File: config.mk
export PLATFORM = sky130hd
export DESIGN_NAME = facto_queue_core_flat
export DESIGN_NICKNAME = d
export VERILOG_FILES = /design/src/rtl/facto_queue_if.sv /design/src/rtl/facto_queue_core.sv /design/src/flat_wrapper.sv
export SDC_FILE = /design/constraint.sdc
export NUM_CORES = 2
export LEC_CHECK = 0
export CORE_ASPECT_RATIO = 1.4
export CORE_MARGIN = 5
export CORE_UTILIZATION = 55
export DETAILED_ROUTE_END_ITERATION = 10
export DONT_BUFFER_PORTS = 1
export PLACE_DENSITY = 0.7
export SYNTH_ARGS = -nofsm -noshare
export SYNTH_HDL_FRONTEND = slang
export SYNTH_SLANG_ARGS = --single-unit
File: constraint.sdc
create_clock -name clk -period 32.5 [get_ports clk]
set_input_delay 3.25 -clock clk [delete_from_list [all_inputs] [get_ports clk]]
set_output_delay 3.25 -clock clk [all_outputs]
set_load 0.005 [all_outputs]
File: src/rtl/facto_queue_if.sv
// Slave-bus bundle for the queued factorial accelerator: select/strobe/address/data plus interrupt.
interface facto_queue_if #(
    parameter int W = 64
);
    logic         s_sel;
    logic         s_wr;
    logic [15:0]  s_addr;
    logic [W-1:0] s_din;
    logic [W-1:0] s_dout;
    logic         interrupt;

    modport master (
        output s_sel, s_wr, s_addr, s_din,
        input  s_dout, interrupt
    );

    modport slave (
        input  s_sel, s_wr, s_addr, s_din,
        output s_dout, interrupt
    );
endinterface

File: src/rtl/facto_queue_core.sv
// Queued n! accelerator: operand FIFO -> shift-add factorial engine -> result FIFO, bus-mapped.
// Optional FACTO_OVF_DET_EN: per-entry overflow bit stored above the 2W-bit result.
module facto_queue_core #(
    parameter int W     = 64,
    parameter int DEPTH = 4,
    parameter int AW    = 2
) (
    input logic          clk,
    input logic          reset_n,
    facto_queue_if.slave bus
);
    localparam int CW = $clog2(W);
`ifdef FACTO_OVF_DET_EN
    localparam int RW = 2*W + 1;
`else
    localparam int RW = 2*W;
`endif

    typedef enum logic [2:0] {IDLE, LOAD, MUL, NEXT, WRITE} state_t;
    state_t state;

    logic           run, intren, cmd_ovf;
    logic [W-1:0]   cmd_mem [DEPTH];
    logic [RW-1:0]  res_mem [DEPTH];
    logic [AW-1:0]  cmd_wp, cmd_rp, res_wp, res_rp;
    logic [AW:0]    cmd_cnt, res_cnt;
    logic [CW-1:0]  bit_cnt;
    logic [W-1:0]   k, mult;
    logic [2*W-1:0] acc, mcand, addend;
    logic [2*W:0]   sum;
`ifdef FACTO_OVF_DET_EN
    logic           ovf_acc, mcand_lost;
`endif

    logic [4:0]     reg_sel;
    logic           wr_en, rd_en, clear;
    logic           cmd_full, res_full, res_nonempty;
    logic           cmd_push, cmd_pop, cmd_drop, res_push, res_pop;
    logic           last_mul, head_ovf;
    logic [W-1:0]   cmd_head;
    logic [RW-1:0]  res_head, res_word;
    logic [W-1:0]   rdata;
    logic           unused_bits;

    assign reg_sel      = bus.s_addr[7:3];
    assign wr_en        = bus.s_sel & bus.s_wr;
    assign rd_en        = bus.s_sel & ~bus.s_wr;
    assign clear        = wr_en && reg_sel == 5'd1 && bus.s_din[0];
    assign cmd_full     = cmd_cnt == (AW+1)'(DEPTH);
    assign res_full     = res_cnt == (AW+1)'(DEPTH);
    assign res_nonempty = res_cnt != '0;
    assign cmd_head     = cmd_mem[cmd_rp];
    assign res_head     = res_mem[res_rp];

    // A full FIFO still accepts a push when a pop frees a slot on the same edge.
    assign cmd_pop  = state == LOAD;
    assign cmd_push = wr_en && reg_sel == 5'd4 && (!cmd_full || cmd_pop);
    assign cmd_drop = wr_en && reg_sel == 5'd4 && cmd_full && !cmd_pop;
    assign res_pop  = rd_en && reg_sel == 5'd6 && res_nonempty;
    assign res_push = state == WRITE && (!res_full || res_pop);

    assign last_mul = (k - W'(1)) <= W'(1);
    assign addend   = mult[0] ? mcand : '0;
    assign sum      = {1'b0, acc} + {1'b0, addend};

`ifdef FACTO_OVF_DET_EN
    assign res_word = {ovf_acc, acc};
    assign head_ovf = res_nonempty & res_head[2*W];
`else
    assign res_word = acc;
    assign head_ovf = 1'b0;
`endif

    assign unused_bits = ^{bus.s_addr[15:8], bus.s_addr[2:0], sum[2*W]};

    always_ff @(posedge clk or negedge reset_n) begin
        if (!reset_n) begin
            state   <= IDLE;
            run     <= 1'b0;
            intren  <= 1'b0;
            cmd_ovf <= 1'b0;
            cmd_wp  <= '0;
            cmd_rp  <= '0;
            cmd_cnt <= '0;
            res_wp  <= '0;
            res_rp  <= '0;
            res_cnt <= '0;
            bit_cnt <= '0;
        end else begin
            if (wr_en && reg_sel == 5'd0) run    <= bus.s_din[0];
            if (wr_en && reg_sel == 5'd3) intren <= bus.s_din[0];
            if (clear) begin
                state   <= IDLE;
                cmd_ovf <= 1'b0;
                cmd_wp  <= '0;
                cmd_rp  <= '0;
                cmd_cnt <= '0;
                res_wp  <= '0;
                res_rp  <= '0;
                res_cnt <= '0;
                bit_cnt <= '0;
            end else begin
                if (cmd_drop) cmd_ovf <= 1'b1;
                if (cmd_push) cmd_wp <= cmd_wp + AW'(1);
                if (cmd_pop)  cmd_rp <= cmd_rp + AW'(1);
                if (res_push) res_wp <= res_wp + AW'(1);
                if (res_pop)  res_rp <= res_rp + AW'(1);
                case ({cmd_push, cmd_pop})
                    2'b10:   cmd_cnt <= cmd_cnt + (AW+1)'(1);
                    2'b01:   cmd_cnt <= cmd_cnt - (AW+1)'(1);
                    default: ;
                endcase
                case ({res_push, res_pop})
                    2'b10:   res_cnt <= res_cnt + (AW+1)'(1);
                    2'b01:   res_cnt <= res_cnt - (AW+1)'(1);
                    default: ;
                endcase
                case (state)
                    IDLE:  if (run && cmd_cnt != '0) state <= LOAD;
                    LOAD:  state <= (cmd_head < W'(2)) ? WRITE : MUL;
                    MUL: begin
                        if (bit_cnt == CW'(W-1)) begin
                            bit_cnt <= '0;
                            state   <= NEXT;
                        end else begin
                            bit_cnt <= bit_cnt + CW'(1);
                        end
                    end
                    NEXT:  state <= last_mul ? WRITE : MUL;
                    WRITE: if (res_push) state <= IDLE;
                    default: state <= IDLE;
                endcase
            end
        end
    end

    // Datapath: acc accumulates acc*k one multiplier bit per MUL cycle, LSB first.
    always_ff @(posedge clk) begin
        if (cmd_push) cmd_mem[cmd_wp] <= bus.s_din;
        if (res_push) res_mem[res_wp] <= res_word;
        case (state)
            LOAD: begin
                k     <= cmd_head;
                mult  <= cmd_head;
                mcand <= (2*W)'(1);
                acc   <= (cmd_head < W'(2)) ? (2*W)'(1) : '0;
`ifdef FACTO_OVF_DET_EN
                ovf_acc    <= 1'b0;
                mcand_lost <= 1'b0;
`endif
            end
            MUL: begin
                acc   <= sum[2*W-1:0];
                mcand <= mcand << 1;
                mult  <= mult >> 1;
`ifdef FACTO_OVF_DET_EN
                ovf_acc    <= ovf_acc | sum[2*W] | (mult[0] & mcand_lost);
                mcand_lost <= mcand_lost | mcand[2*W-1];
`endif
            end
            NEXT: begin
                k <= k - W'(1);
                if (!last_mul) begin
                    mult  <= k - W'(1);
                    mcand <= acc;
                    acc   <= '0;
`ifdef FACTO_OVF_DET_EN
                    mcand_lost <= 1'b0;
`endif
                end
            end
            default: ;
        endcase
    end

    always_comb begin
        rdata = '0;
        if (rd_en) begin
            case (reg_sel)
                5'd0: rdata[0] = run;
                5'd2: begin
                    rdata[0]         = res_nonempty;
                    rdata[1]         = state != IDLE;
                    rdata[2]         = cmd_full;
                    rdata[3]         = cmd_ovf;
                    rdata[4]         = head_ovf;
                    rdata[AW+8:8]    = cmd_cnt;
                    rdata[AW+16:16]  = res_cnt;
                end
                5'd3: rdata[0] = intren;
                5'd5: if (res_nonempty) rdata = res_head[2*W-1:W];
                5'd6: if (res_nonempty) rdata = res_head[W-1:0];
                default: ;
            endcase
        end
    end

    assign bus.s_dout    = rdata;
    assign bus.interrupt = intren & res_nonempty;
endmodule
File: src/flat_wrapper.sv
// flat-port wrapper written by rule: the top's interface ports become plain ports
module facto_queue_core_flat 
#(
    parameter int W     = 64,
    parameter int DEPTH = 4,
    parameter int AW    = 2
)
  (clk, reset_n, bus_s_sel, bus_s_wr, bus_s_addr, bus_s_din, bus_s_dout, bus_interrupt);
  facto_queue_if #(.W(W)) bus_i ();
  input logic clk;
  input logic reset_n;
  input wire logic [$bits(bus_i.s_sel)-1:0] bus_s_sel;
  input wire logic [$bits(bus_i.s_wr)-1:0] bus_s_wr;
  input wire logic [$bits(bus_i.s_addr)-1:0] bus_s_addr;
  input wire logic [$bits(bus_i.s_din)-1:0] bus_s_din;
  output wire logic [$bits(bus_i.s_dout)-1:0] bus_s_dout;
  output wire logic [$bits(bus_i.interrupt)-1:0] bus_interrupt;
  assign bus_i.s_sel = bus_s_sel;
  assign bus_i.s_wr = bus_s_wr;
  assign bus_i.s_addr = bus_s_addr;
  assign bus_i.s_din = bus_s_din;
  assign bus_s_dout = bus_i.s_dout;
  assign bus_interrupt = bus_i.interrupt;
  facto_queue_core #(.W(W), .DEPTH(DEPTH), .AW(AW)) u_core (.clk(clk), .reset_n(reset_n), .bus(bus_i));
endmodule
clock_map.png
The bar under the picture is 100 um long.
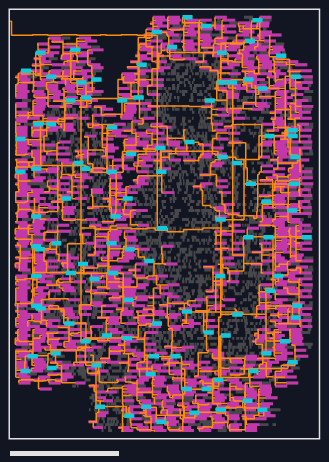
- flip-flops: magenta (count 1178)
- cells driving clock nets: cyan (count 108)
- clock wires: orange (length 13600 um)
- routed clock nets: 109
- flops lie: spread over the die

cell_classes.png
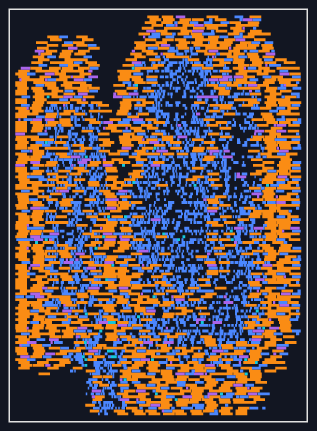
- clock drivers and dummy loads: purple (cells 201)
- other buffers and delay cells: cyan (cells 47)
- all other logic: blue (cells 2913)
- flip-flops: orange (cells 1178)

==> flow_summary_export.csv <==
group,metric,value,unit
outcome,run_status,"finished, final reports clean",
route,drtIter0Drc,2791,
timing,period_used_share,28.5,%
hold_path,timing.hold.worst.class,"flip-flop to flip-flop",
critical_path,list_of_cells_traversed_by_the_critical_path,"nor4b_2 > and3_2 > buf_4 > a22o_1",
clock_network,worst_skew_pair.late_latency,0.72,ns
clock_network,cts_tree,"built",
layout,finish.net_count,4475,
critical_path,critical_path_cell_with_the_highest_stage_delay,"sky130_fd_sc_hd__nor4b_2",
grt,grt_use_met3,3.38,%
grt,number_of_global_route_vias_before_repair,36300,
layout,final.signal_buffer_count,47,
placed_design,buffer_ports.inserted,0,
die,die_height,391,um
critical_path,worst_r2r_endpoint,"u_core.mcand[125]",
grt,grt_pass1_wl,216,mm
power,power.share.switching,36.7,%
hold_path,whs_path_depth,1,
synth,yosys_cells,4337,
synth,synth-async-reset-ratio,2.21,%
timing,fmax,108,MHz
layout,final.fill_count,8138,
clock_network,clock_tree_sinks,1178,
critical_path,critical_path_required,29.25,ns
placed_design,preCtsSetupSlack,23.21,ns
synth,synth.mux.area_fraction,10.0,%
layout,layout_top_cell_excl_fill_tap,"sky130_fd_sc_hd__edfxtp_1",
route,drt_pass1_iterations,5,
timing,setup_viol_count_final,0,
## state kept, by name, indices dropped and copies added, names as in the netlist, 2 cells and up
name / cells
u_core.res_mem: 512
u_core.cmd_mem: 256
u_core.acc: 128
u_core.mcand: 128
u_core.k: 64
u_core.mult: 64
u_core.bit_cnt: 6
u_core.cmd_cnt: 3
u_core.res_cnt: 3
u_core.state: 3
u_core.cmd_rp: 2
u_core.cmd_wp: 2
u_core.res_rp: 2
u_core.res_wp: 2
## metal layers
| metal | part of all wire (%) | wire, um |
|---|---|---|
| met5 | 0 | 0 |
| met4 | 5.9 | 8260 |
| met3 | 4.5 | 6320 |
| met2 | 52 | 73400 |
| met1 | 37 | 52000 |
No activity file was given, so power comes from the tool's default toggle rates.
